--- src/rtl/store_align_unit.sv ---
// Store pre-processing stage: lane alignment, byte enables, region decode,
// registered DMEM/IMEM write ports, IO posted-write FIFO and misalignment tracking.
module store_align_unit #(
    parameter int unsigned DATA_W     = 32,
    parameter int unsigned MEM_ADDR_W = 14,
    parameter int unsigned IO_ADDR_W  = 14,
    parameter int unsigned FIFO_DEPTH = 4,
    parameter int unsigned CNT_W      = 8
) (
    input  logic                        clk,
    input  logic                        rst,
    input  logic                        req_valid,
    input  logic [31:0]                 req_addr,
    input  logic [DATA_W-1:0]           req_data,
    input  logic [2:0]                  req_size,
    input  logic [31:0]                 pc_decode,
    output logic                        stall,
    output logic [MEM_ADDR_W-1:0]       dmem_addr,
    output logic [DATA_W-1:0]           dmem_din,
    output logic [DATA_W/8-1:0]         dmem_we,
    output logic [MEM_ADDR_W-1:0]       imem_addr,
    output logic [DATA_W-1:0]           imem_din,
    output logic [DATA_W/8-1:0]         imem_we,
    output logic                        io_wr_valid,
    input  logic                        io_wr_ready,
    output logic [IO_ADDR_W-1:0]        io_wr_addr,
    output logic [DATA_W-1:0]           io_wr_data,
    output logic [DATA_W/8-1:0]         io_wr_be,
    output logic [$clog2(FIFO_DEPTH):0] fifo_level,
    output logic                        misalign_err,
    output logic [CNT_W-1:0]            misalign_cnt,
    input  logic                        err_clr
);

    localparam int unsigned LANES = DATA_W / 8;
    localparam int unsigned LSB   = $clog2(LANES);
    localparam int unsigned PTR_W = $clog2(FIFO_DEPTH);
    localparam int unsigned LVL_W = PTR_W + 1;

    typedef struct packed {
        logic [IO_ADDR_W-1:0] addr;
        logic [DATA_W-1:0]    data;
        logic [LANES-1:0]     be;
    } io_entry_t;

    // Request decode
    logic [LSB-1:0]    off;
    logic [3:0]        region;
    logic [LANES-1:0]  be_base;
    logic [LANES-1:0]  be_shift;
    logic [DATA_W-1:0] data_mask;
    logic [DATA_W-1:0] data_shift;
    logic              size_ok;
    logic              misaligned;
    logic              region_dmem;
    logic              region_imem;
    logic              region_io;
    logic              fifo_full;
    logic              accept;
    logic              wr_ok;
    logic              push;
    logic              pop;

    // State
    logic [MEM_ADDR_W-1:0] mem_addr_q, mem_addr_d;
    logic [DATA_W-1:0]     mem_din_q, mem_din_d;
    logic [LANES-1:0]      dmem_we_q, dmem_we_d;
    logic [LANES-1:0]      imem_we_q, imem_we_d;
    io_entry_t             fifo_q [FIFO_DEPTH];
    io_entry_t             fifo_d [FIFO_DEPTH];
    io_entry_t             head_q, head_d;
    logic [PTR_W-1:0]      wr_ptr_q, wr_ptr_d;
    logic [PTR_W-1:0]      rd_ptr_q, rd_ptr_d;
    logic [LVL_W-1:0]      level_q, level_d;
    logic                  valid_q, valid_d;
    logic                  err_q, err_d;
    logic [CNT_W-1:0]      cnt_q, cnt_d;

    logic unused_bits;
    assign unused_bits = ^{req_addr, pc_decode};

    always_comb begin
        off        = req_addr[LSB-1:0];
        region     = req_addr[31:28];
        be_base    = '0;
        size_ok    = 1'b0;
        misaligned = 1'b0;
        case (req_size)
            3'd1: begin
                be_base = LANES'(1);
                size_ok = 1'b1;
            end
            3'd2: begin
                be_base    = LANES'(3);
                size_ok    = 1'b1;
                misaligned = off[0];
            end
            3'd3: begin
                be_base    = LANES'(15);
                size_ok    = 1'b1;
                misaligned = (off & LSB'(3)) != '0;
            end
            3'd4: begin
                if (DATA_W == 64) begin
                    be_base    = '1;
                    size_ok    = 1'b1;
                    misaligned = off != '0;
                end
            end
            default: ;
        endcase
        // Bytes outside the access size are dropped before lane placement
        data_mask = '0;
        for (int i = 0; i < int'(LANES); i++) begin
            data_mask[8*i +: 8] = {8{be_base[i]}};
        end
        be_shift   = be_base << off;
        data_shift = (req_data & data_mask) << {off, 3'b000};

        region_dmem = (region == 4'b0001) || (region == 4'b0011);
        region_imem = (region == 4'b0011) || (region == 4'b0010);
        region_io   = (region == 4'b1000);

        fifo_full = level_q == LVL_W'(FIFO_DEPTH);
        stall     = req_valid && region_io && fifo_full;
        accept    = req_valid && !stall && size_ok;
        wr_ok     = accept && !misaligned;
        push      = wr_ok && region_io;
        pop       = valid_q && io_wr_ready;
    end

    // Next-state for memory ports, FIFO and error tracking
    always_comb begin
        mem_addr_d = mem_addr_q;
        mem_din_d  = mem_din_q;
        dmem_we_d  = '0;
        imem_we_d  = '0;
        fifo_d     = fifo_q;
        wr_ptr_d   = wr_ptr_q;
        rd_ptr_d   = rd_ptr_q;
        level_d    = level_q;
        err_d      = err_q;
        cnt_d      = cnt_q;

        if (wr_ok && (region_dmem || region_imem)) begin
            mem_addr_d = req_addr[LSB +: MEM_ADDR_W];
            mem_din_d  = data_shift;
        end
        if (wr_ok && region_dmem) begin
            dmem_we_d = be_shift;
        end
        if (wr_ok && region_imem && pc_decode[30]) begin
            imem_we_d = be_shift;
        end

        if (push) begin
            fifo_d[wr_ptr_q] = '{addr: req_addr[LSB +: IO_ADDR_W], data: data_shift, be: be_shift};
            wr_ptr_d         = wr_ptr_q + PTR_W'(1);
        end
        if (pop) begin
            rd_ptr_d = rd_ptr_q + PTR_W'(1);
        end
        level_d = level_q + LVL_W'(push) - LVL_W'(pop);
        valid_d = level_d != '0;
        head_d  = fifo_d[rd_ptr_d];

        // A misaligned store in the clear cycle wins and restarts the count at 1
        if (accept && misaligned) begin
            err_d = 1'b1;
            if (err_clr) begin
                cnt_d = CNT_W'(1);
            end else if (cnt_q != '1) begin
                cnt_d = cnt_q + CNT_W'(1);
            end
        end else if (err_clr) begin
            err_d = 1'b0;
            cnt_d = '0;
        end
    end

    always_ff @(posedge clk or posedge rst) begin
        if (rst) begin
            mem_addr_q <= '0;
            mem_din_q  <= '0;
            dmem_we_q  <= '0;
            imem_we_q  <= '0;
            for (int i = 0; i < int'(FIFO_DEPTH); i++) begin
                fifo_q[i] <= '0;
            end
            head_q   <= '0;
            wr_ptr_q <= '0;
            rd_ptr_q <= '0;
            level_q  <= '0;
            valid_q  <= 1'b0;
            err_q    <= 1'b0;
            cnt_q    <= '0;
        end else begin
            mem_addr_q <= mem_addr_d;
            mem_din_q  <= mem_din_d;
            dmem_we_q  <= dmem_we_d;
            imem_we_q  <= imem_we_d;
            fifo_q     <= fifo_d;
            head_q     <= head_d;
            wr_ptr_q   <= wr_ptr_d;
            rd_ptr_q   <= rd_ptr_d;
            level_q    <= level_d;
            valid_q    <= valid_d;
            err_q      <= err_d;
            cnt_q      <= cnt_d;
        end
    end

    assign dmem_addr    = mem_addr_q;
    assign dmem_din     = mem_din_q;
    assign dmem_we      = dmem_we_q;
    assign imem_addr    = mem_addr_q;
    assign imem_din     = mem_din_q;
    assign imem_we      = imem_we_q;
    assign io_wr_valid  = valid_q;
    assign io_wr_addr   = head_q.addr;
    assign io_wr_data   = head_q.data;
    assign io_wr_be     = head_q.be;
    assign fifo_level   = level_q;
    assign misalign_err = err_q;
    assign misalign_cnt = cnt_q;

endmodule
--- config.mk ---
export PLATFORM = sky130hd
export DESIGN_NAME = store_align_unit
export DESIGN_NICKNAME = d
export VERILOG_FILES = /design/src/rtl/store_align_unit.sv
export SDC_FILE = /design/constraint.sdc
export NUM_CORES = 1
export LEC_CHECK = 0
export ABC_CLOCK_PERIOD_IN_PS = 23800
export CAP_MARGIN = 0
export CORE_UTILIZATION = 50
export DETAILED_ROUTE_END_ITERATION = 12
export PLACE_DENSITY = 0.74
export RECOVER_POWER = 100
export SETUP_SLACK_MARGIN = 0.5
export SLEW_MARGIN = 20
export SYNTH_ARGS = -nofsm -noshare
export SYNTH_HDL_FRONTEND = slang
export SYNTH_SLANG_ARGS = --single-unit
--- constraint.sdc ---
create_clock -name clk -period 23.8 [get_ports clk]
set_input_delay 3.57 -clock clk [delete_from_list [all_inputs] [get_ports clk]]
set_output_delay 3.57 -clock clk [all_outputs]
set_load 0.02 [all_outputs]
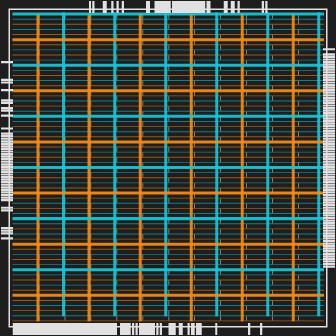
Figure 1: power grid.
Pins as bars on the die edge. Tap cells in grey.
Key: VSS = orange; VDD = cyan
61 met1 rails follow the rows. 12 straps on met5. 341 tap cells.
Die Y-Extent: 168 um
VDD IR-drop max: 0.0588 mV
DIE WIDTH: 168 um
Core Footprint: 0.0270 mm^2

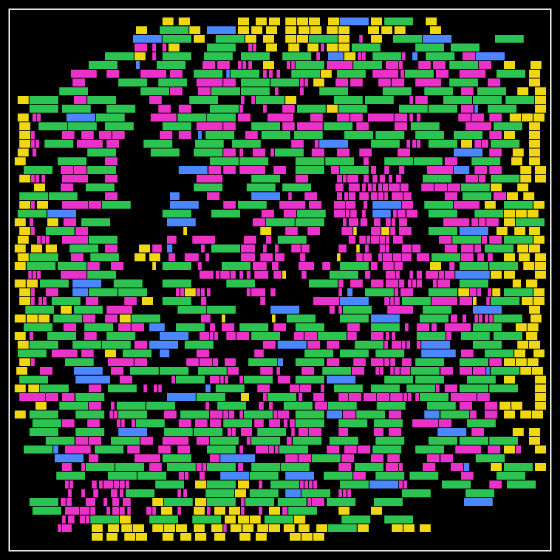
Figure 2: cells coloured by class.
Key: all other logic = magenta [cells 607, share of their area 31%]; flops = green [cells 321, share of their area 48%]; other buffers and delay cells = yellow [cells 237, share of their area 14%]; clock drivers and dummy loads = blue [cells 60, share of their area 6.9%]
fin area: 0.0170 mm^2
Final Util: 63.1%
Seq area share: 47.1%
Rows: 60

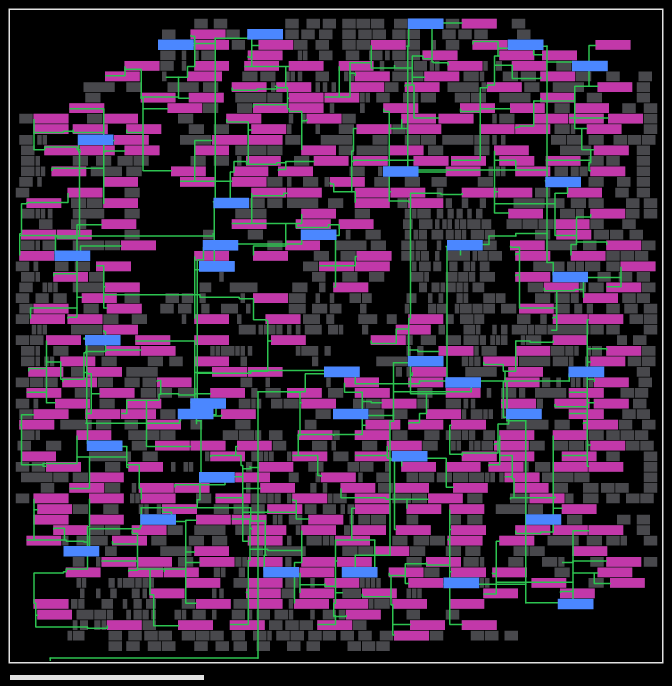
Figure 3: clock distribution.
Scale bar: 50 um.
Key: clock wires = green [length 3700 um]; cells driving clock nets = blue [count 34]; flip-flops = magenta [count 321]
Position of the flops: widely spread. There are 35 routed clock nets.
P_clk: 0.542 mW
Clock power frac: 34.8%
clk_skew: 17.1 ps
Late-Pin Clk Latency: 520 ps

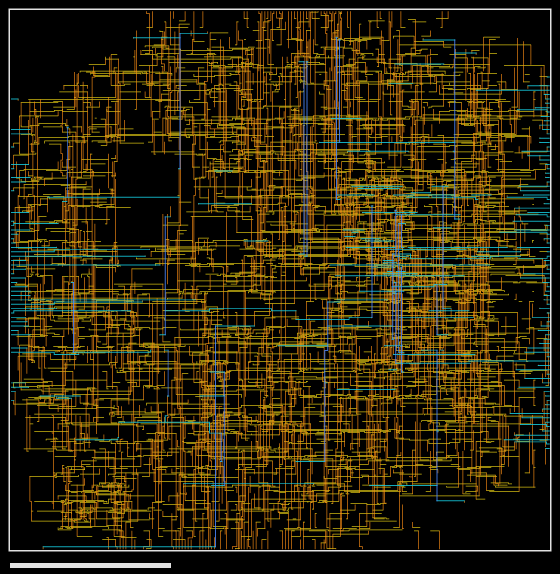
Figure 4: metal layers overlaid.
Scale bar: 50 um.
Key: met3 = cyan [wire length 2040 um]; met1 = yellow [wire length 14200 um]; met4 = blue [wire length 843 um]; met2 = orange [wire length 15700 um]
total wire length: 32.8 mm
vias post-DR: 8840
wire length per cell: 20.9 um
gr usage total: 23.9%

==> CHANGELOG.md <==
## Flow update

* Yosys synthesis warning count at 0
* Clock-pin slew on the worst setup and hold paths at ~60 ps
* R2r setup slk at 18880 ps
* Antenna Cells at 0
* RSZ-0062 raised after global routing: no
* Final Max Tran Viols at 643
* Status: complete, but fails checks
* Final period util at a little over two fifths
* Max-Cap Viols at 13
* Core Util at FP at 51.0%
* Hold Crit Class: flip-flop to flip-flop
* Total gr overflow at 0
* Worst EP required at 23430 ps
* Largest net degree at the start of global routing at 101
* Finished Layout Cells at 1566
* Initial antenna violation count at 0
* Dpl cell area at 0.0160 mm^2
* Crit end category: async pin
* Area share, top type at 58.2%
* Final min period at 10060 ps
* Ratio of cells with drive above 1 in the final layout at between 10% and 20%
* YS chip area at 0.0138 mm^2
* Leakage at 8.56 nW
* Most frequent logic cell in the layout: dfrtp_1
* Placed insts at 1506
* Hold path depth at 1
* Combinational Area at slightly above 0.005 mm^2
* Violated checks: capacitance limit, slew limit
* Ys async rst share at 100%
* Register area at 0.00803 mm^2
* Yosys top cell by area: dfrtp_1
* Fmax at 0.0994 GHz
* H-tree depth at 2
* Crit path from: rst
* Synthesized instance count at 1034
==> worst max-delay path by stage <==
| stage | end | slack, ps | depth (start not counted) |
|---|---|---|---|
| final | io_wr_addr[12] | 13740 | 3 |
| after global routing | fifo_q[89] | 12220 | 3 |
| after CTS | stall | 14590 | 4 |
| after detailed placement | stall | 14600 | 4 |
| after global placement | stall | 14580 | 4 |
| after floorplan | dmem_addr[0] | 11350 | 1 |
==> registers in the layout, summed over array words and instances, names as in the netlist, 3 cells and up <==
name          cells
fifo_level        3
misalign_cnt      8
dmem_we           4
dmem_din         32
io_wr_be          4
io_wr_addr       14
io_wr_data       32
imem_we           4
fifo_q          200
dmem_addr        14
==> kinds of logic after synthesis <==
group                    after synthesis  synth area share (%)
AND-OR/OR-AND                        104                  5.54
buffers and inverters                131                  5.22
flip-flops                           321                  58.2
multiplexers                         240                  22.6
XOR/XNOR                               8                 0.508
AND/OR/NAND/NOR                      222                  7.14
adder cells (fa/ha/maj)                8                 0.780
==> power by group <==
| group | switching, mW | leakage, nW | internal, mW |
|---|---|---|---|
| Clock | 0.212 | 0.575 | 0.329 |
| Combinational | 0.225 | 3.64 | 0.173 |
| Sequential | 0.0235 | 4.35 | 0.595 |
==> cell usage after synthesis, types with 2 or more instances <==
cell,n
mux2_1,6
buf_6,4
mux2i_1,12
a221oi_1,4
nand3_2,2
a32oi_1,4
nor3_1,10
a22oi_1,8
o221ai_1,4
clkbuf_1,33
nand4_1,3
buf_4,46
nor4_1,2
xor2_1,5
nor2b_1,2
nand3_1,5
o22a_1,12
mux2_2,184
ha_1,7
dfrtp_1,321
a221o_1,4
inv_1,25
xnor2_1,3
nand2_1,145
and2_1,9
buf_1,3
mux4_2,38
a21oi_1,12
nor2_1,26
o221a_2,12
and3_1,3
o21ai_0,32
nand2b_1,6
buf_2,20
==> worst max-delay path, cell delays in order <==
cell	delay, ps
dlygate4sd3_1	550
clkinvlp_2	2400
clkbuf_1	3080
==> final cells by class <==
type,count,area share (%)
clock buffer,46,5.67
clock inverter,14,1.11
inverter,25,0.565
multi-input combinational,582,29.5
sequential,321,47.1
tap,341,2.50
timing repair buffer,237,13.5
==> routing by layer <==
layer  vias up  GRT usage, %  routed length, um
met3        59          4.54               2040
li1       3933             -                  -
met4         0          6.96                842
met1      4537          32.8              14200
met5         -             0                  0
met2       311          39.0              15700
Power figures rest on the tool's default switching activity, not on a simulated workload.
